$ cat config.mk
export PLATFORM = sky130hd
export DESIGN_NAME = sram_port_arbiter
export DESIGN_NICKNAME = d
export VERILOG_FILES = /design/src/rtl/sram_arb_pkg.sv /design/src/rtl/sram_arb_rr.sv /design/src/rtl/sram_port_arbiter.sv
export SDC_FILE = /design/constraint.sdc
export NUM_CORES = 1
export LEC_CHECK = 0
export CAP_MARGIN = 20
export CORE_MARGIN = 2
export CORE_UTILIZATION = 30
export DETAILED_ROUTE_END_ITERATION = 6
export PLACE_DENSITY = 0.94
export SKIP_CTS_REPAIR_TIMING = 1
export SLEW_MARGIN = 40
export SYNTH_ARGS = -nofsm -noshare
export SYNTH_HDL_FRONTEND = slang
export SYNTH_SLANG_ARGS = --single-unit
$ cat constraint.sdc
create_clock -name clk_i -period 3.5 [get_ports clk_i]
set_input_delay 0.875 -clock clk_i [delete_from_list [all_inputs] [get_ports clk_i]]
set_output_delay 0.875 -clock clk_i [all_outputs]
set_load 0.02 [all_outputs]
$ cat src/rtl/sram_arb_pkg.sv
// Shared constants, request record and winner-pick helper for the SRAM port arbiter.
// The pick helper serves both the fixed-priority and round-robin builds.
package sram_arb_pkg;

    localparam int SramAddrW = 10;
    localparam int SramDataW = 32;
    localparam int MaxReq    = 4;

    typedef struct packed {
        logic                     we;
        logic [SramAddrW-1:0]     addr;
        logic [SramDataW-1:0]     wdata;
        logic [SramDataW/8-1:0]   wmask;
    } sram_req_t;

    // Search starts one past 'last' and wraps modulo n; last = n-1 gives lowest-index priority.
    function automatic logic [MaxReq-1:0] rr_pick(input logic [MaxReq-1:0] elig,
                                                  input logic [1:0]        last,
                                                  input logic [2:0]        n);
        logic [MaxReq-1:0] gnt;
        logic              found;
        logic [1:0]        idx;
        gnt   = {MaxReq{1'b0}};
        found = 1'b0;
        for (int i = 1; i <= MaxReq; i++) begin
            idx = 2'((int'(last) + i) % int'(n));
            if (!found && (i <= int'(n)) && elig[idx]) begin
                gnt[idx] = 1'b1;
                found    = 1'b1;
            end
        end
        return gnt;
    endfunction

endpackage

$ cat src/rtl/sram_arb_rr.sv
// Generic winner picker; holds the round-robin pointer when SRAM_ARB_ROUND_ROBIN_EN is
// defined, otherwise it is a stateless lowest-index-first priority picker.
module sram_arb_rr
    import sram_arb_pkg::*;
#(
    parameter int NumReq = 2
) (
    input  logic              clk_i,
    input  logic              rst_ni,
    input  logic [NumReq-1:0] elig_i,
    output logic [NumReq-1:0] gnt_o
);

    localparam logic [1:0] LastRst = 2'(NumReq - 1);

    logic [MaxReq-1:0] elig_pad_s;
    logic [MaxReq-1:0] pick_s;
    logic [1:0]        last_s;
    logic              unused_pick_s;

    // Widen the eligibility vector to the helper's fixed width and pick the winner.
    always_comb begin
        elig_pad_s               = {MaxReq{1'b0}};
        elig_pad_s[NumReq-1:0]   = elig_i;
        pick_s                   = rr_pick(elig_pad_s, last_s, 3'(NumReq));
    end

    assign gnt_o         = pick_s[NumReq-1:0];
    assign unused_pick_s = ^pick_s;

`ifdef SRAM_ARB_ROUND_ROBIN_EN
    logic [1:0] last_q;
    logic [1:0] last_d;

    // Pointer follows the winner of every grant and holds while idle.
    always_comb begin
        last_d = last_q;
        for (int k = 0; k < NumReq; k++) begin
            if (gnt_o[k]) begin
                last_d = 2'(k);
            end else begin
                last_d = last_d;
            end
        end
    end

    // Pointer register; reset value gives requester 0 first priority.
    always_ff @(posedge clk_i or negedge rst_ni) begin
        if (!rst_ni) begin
            last_q <= LastRst;
        end else begin
            last_q <= last_d;
        end
    end

    assign last_s = last_q;
`else
    logic unused_clk_rst_s;

    assign last_s           = LastRst;
    assign unused_clk_rst_s = clk_i ^ rst_ni;
`endif

endmodule

$ cat src/rtl/sram_port_arbiter.sv
// Single-port SRAM arbiter: combinational grant, SRAM drive muxing, read-return tracking.
// Build option: SRAM_ARB_ROUND_ROBIN_EN selects round-robin instead of fixed priority.
module sram_port_arbiter
    import sram_arb_pkg::*;
#(
    parameter int NumReq    = 2,
    parameter int AddrWidth = SramAddrW,
    parameter int DataWidth = SramDataW
) (
    input  logic                            clk_i,
    input  logic                            rst_ni,
    input  logic                            lock_i,
    input  logic [NumReq-1:0]               req_i,
    input  logic [NumReq-1:0]               we_i,
    input  logic [NumReq*AddrWidth-1:0]     addr_i,
    input  logic [NumReq*DataWidth-1:0]     wdata_i,
    input  logic [NumReq*DataWidth/8-1:0]   wmask_i,
    output logic [NumReq-1:0]               gnt_o,
    output logic [NumReq-1:0]               rvalid_o,
    output logic [DataWidth-1:0]            rdata_o,
    output logic                            csb_o,
    output logic                            web_o,
    output logic [AddrWidth-1:0]            addr_o,
    output logic [DataWidth-1:0]            wdata_o,
    output logic [DataWidth/8-1:0]          wmask_o,
    input  logic [DataWidth-1:0]            rdata_i
);

    localparam int MaskW = DataWidth / 8;

    logic [NumReq-1:0] elig_s;
    logic [NumReq-1:0] gnt_s;
    logic [NumReq-1:0] rd_owner_q;
    logic [NumReq-1:0] rd_owner_d;

    // Eligibility; masking with reset keeps every SRAM output idle while in reset.
    always_comb begin
        if (!rst_ni) begin
            elig_s = {NumReq{1'b0}};
        end else if (lock_i) begin
            elig_s = req_i & {{(NumReq-1){1'b0}}, 1'b1};
        end else begin
            elig_s = req_i;
        end
    end

    sram_arb_rr #(
        .NumReq (NumReq)
    ) u_pick (
        .clk_i  (clk_i),
        .rst_ni (rst_ni),
        .elig_i (elig_s),
        .gnt_o  (gnt_s)
    );

    // AND-OR mux of the winner's payload; all-zero grant leaves the idle values.
    always_comb begin
        web_o   = 1'b1;
        addr_o  = {AddrWidth{1'b0}};
        wdata_o = {DataWidth{1'b0}};
        wmask_o = {MaskW{1'b0}};
        for (int k = 0; k < NumReq; k++) begin
            web_o   = web_o & ~(gnt_s[k] & we_i[k]);
            addr_o  = addr_o  | (addr_i[k*AddrWidth +: AddrWidth] & {AddrWidth{gnt_s[k]}});
            wdata_o = wdata_o | (wdata_i[k*DataWidth +: DataWidth] & {DataWidth{gnt_s[k]}});
            wmask_o = wmask_o | (wmask_i[k*MaskW +: MaskW] & {MaskW{gnt_s[k]}});
        end
    end

    assign gnt_o      = gnt_s;
    assign csb_o      = ~|gnt_s;
    assign rd_owner_d = gnt_s & ~we_i;

    // Remember who owns the read data arriving next cycle.
    always_ff @(posedge clk_i or negedge rst_ni) begin
        if (!rst_ni) begin
            rd_owner_q <= {NumReq{1'b0}};
        end else begin
            rd_owner_q <= rd_owner_d;
        end
    end

    assign rvalid_o = rd_owner_q;
    assign rdata_o  = rdata_i;

endmodule

==> impl_metrics.env <==
# yosys + openroad results
export IMPL_rsz0062_at_grt="no"
export IMPL_power_leakage_nw=1.049
export IMPL_pwr_share_comb=0.756
export IMPL_fin_nets=445
export IMPL_cts_root_buf="clkbuf_8"
export IMPL_antenna_found_initial=0
export IMPL_hpwl_mm=4.640
export IMPL_max_freq_mhz=292.2
export IMPL_finalCriticalPeriod_ns=3.422
export IMPL_yosys_area_sq_um=1881
export IMPL_coreArea_sq_um=5991
export IMPL_pwr_share_seq=0.051
export IMPL_vias_per_cell=4.925
export IMPL_p_sw_uw=159.3
export IMPL_grt_overflow=0
export IMPL_outcome="finished clean"
export IMPL_grt_max_degree=50
export IMPL_synth_area_per_cell_sq_um=9.085
export IMPL_syn_inst=207
export IMPL_largest_reg_flops=2
export IMPL_postLayoutCoreUtil=0.5334
export IMPL_drc_errors=0
export IMPL_wl_per_cell_um=15.45
export IMPL_ios=215
export IMPL_port_buffers=150
export IMPL_finalMaxSlewViolations=0
export IMPL_synth_nets=338
export IMPL_final_cell_mix="clkdlybuf4s50_1, nand4bb_1, nand2_2, a21boi_2, buf_4"
export IMPL_dieArea_sq_um=6918
export IMPL_ir_drop_uv=176.9
## path summary, 6_finish.rpt
check | endpoint | slack, ns | cells after the start
min | rvalid_o[1] | 1.05 | 2
max | wmask_o[3] | 0.08 | 5
max in group asynchronous | rvalid_o[0] | 2.32 | 2
min in group clk_i | rvalid_o[1] | 1.20 | 4
## final cells by class
| class | count | area (sq um) |
|---|---|---|
| multi-input combinational | 148 | 1399 |
| sequential | 2 | 50.05 |
| fill | 549 | 2795 |
| timing repair buffer | 159 | 1612 |
| clock buffer | 3 | 41.29 |
| tap | 75 | 93.84 |
## routing by layer
| layer | vias up | track usage | wire length [um] |
|---|---|---|---|
| met2 | 96 | 0.3218 | 3216 |
| met1 | 874 | 0.1782 | 2160 |
| met4 | 0 | 0.04322 | 88 |
| met3 | 14 | 0.04672 | 513 |
| met5 | - | 0 | 0 |
| li1 | 922 | - | - |
## critical path: stages
cell	delay, ns
clkdlybuf4s50_1	0.42
buf_4	0.22
nand4bb_1	0.23
a21boi_2	0.16
clkdlybuf4s50_1	0.62
## power groups by stage
stage	Clock (mW)	Combinational (mW)	Sequential (mW)
after floorplan	0	0.222	0.0252
after detailed placement	0	0.357	0.0243
after global placement	0	0.351	0.0243
after CTS	0.0923	0.358	0.0241
after global routing	0.0955	0.378	0.0242
final	0.0907	0.355	0.0241
## cell usage after synthesis
master,n,share of area
o21ai_0,1,0.0027
and2_1,2,0.0067
nor2b_1,1,0.0033
and2b_1,1,0.0040
nand2_2,46,0.15
buf_6,1,0.0060
nor3b_1,1,0.0040
buf_1,2,0.0040
o21ai_1,1,0.0027
nand2b_1,1,0.0033
buf_2,4,0.011
nor4bb_1,1,0.0053
buf_12,5,0.053
nor4b_2,1,0.0080
buf_4,33,0.13
a21boi_2,46,0.28
dfrtp_1,2,0.027
nand4bb_1,46,0.28
clkbuf_1,12,0.024
## cells by family after synthesis
family,after synthesis,synth area share
AND-OR/OR-AND,48,0.2808
flip-flops,2,0.02661
AND/OR/NAND/NOR,100,0.4631
buffers and inverters,57,0.2295
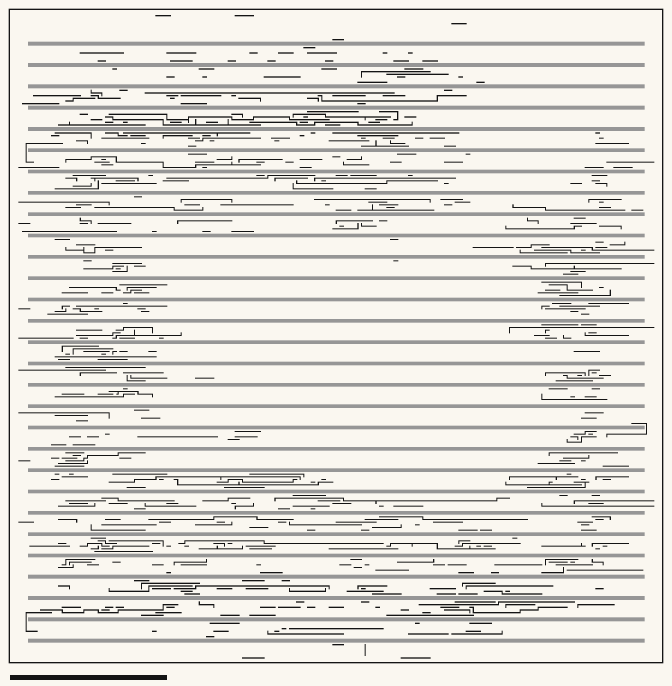
layer_met1.png
Bar = 20 um. Supply wires on this layer in grey.
share of all routed wire	36%
longest straight run	31.7 um
nets with wire on the layer	332
wire length on this layer	2160 um
main direction	horizontal
DR vias: 1906
drt total wl: 5.978 mm
M1 GR Usage: 0.1782

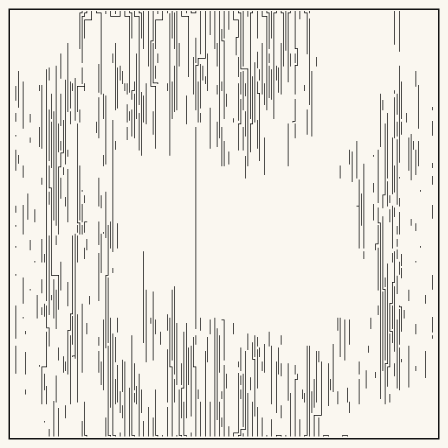
layer_met2.png
longest straight run	44.9 um
wire length on this layer	3220 um
GR Util met2: 0.3218

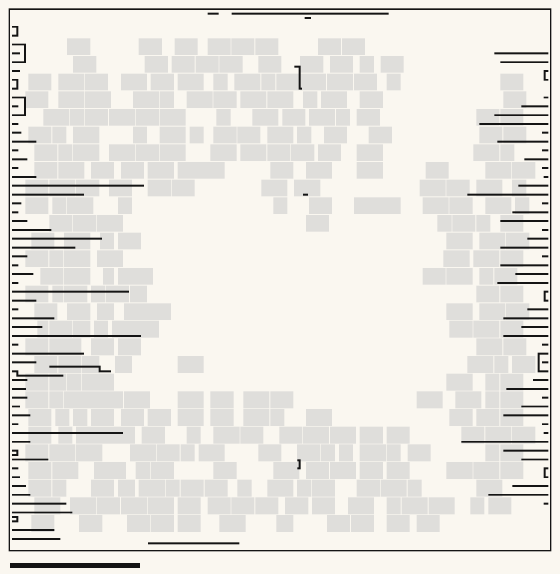
layer_met3.png
Bar = 20 um.
nets with wire on the layer	100
longest straight run	23.9 um
wire length on this layer	513 um
share of all routed wire	8.6%
main direction	horizontal
met3 Use GR: 0.04672

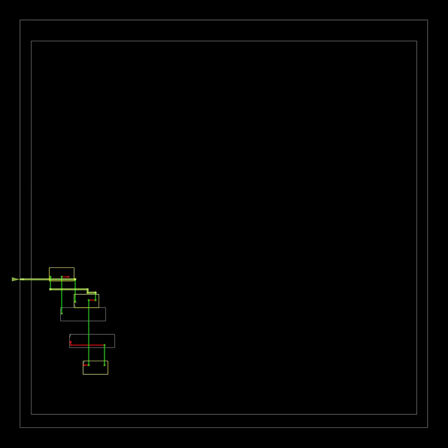
clocks.png
CTS Buf Count: 3
clkbuf count: 3
clock sinks: 2

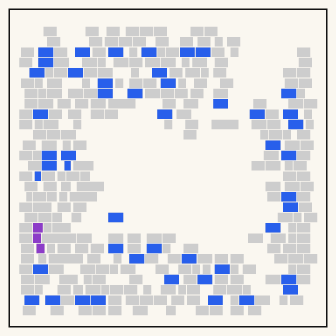
logic_types.png
colour	family	cells
blue	aoi and oai cells	48
purple	and/or cells	3
non-filler cells, final: 387
most instantiated logic cell after routing: clkdlybuf4s50_1
logic share of the area: 0.4377

Power is estimated from default activity; no workload was simulated.
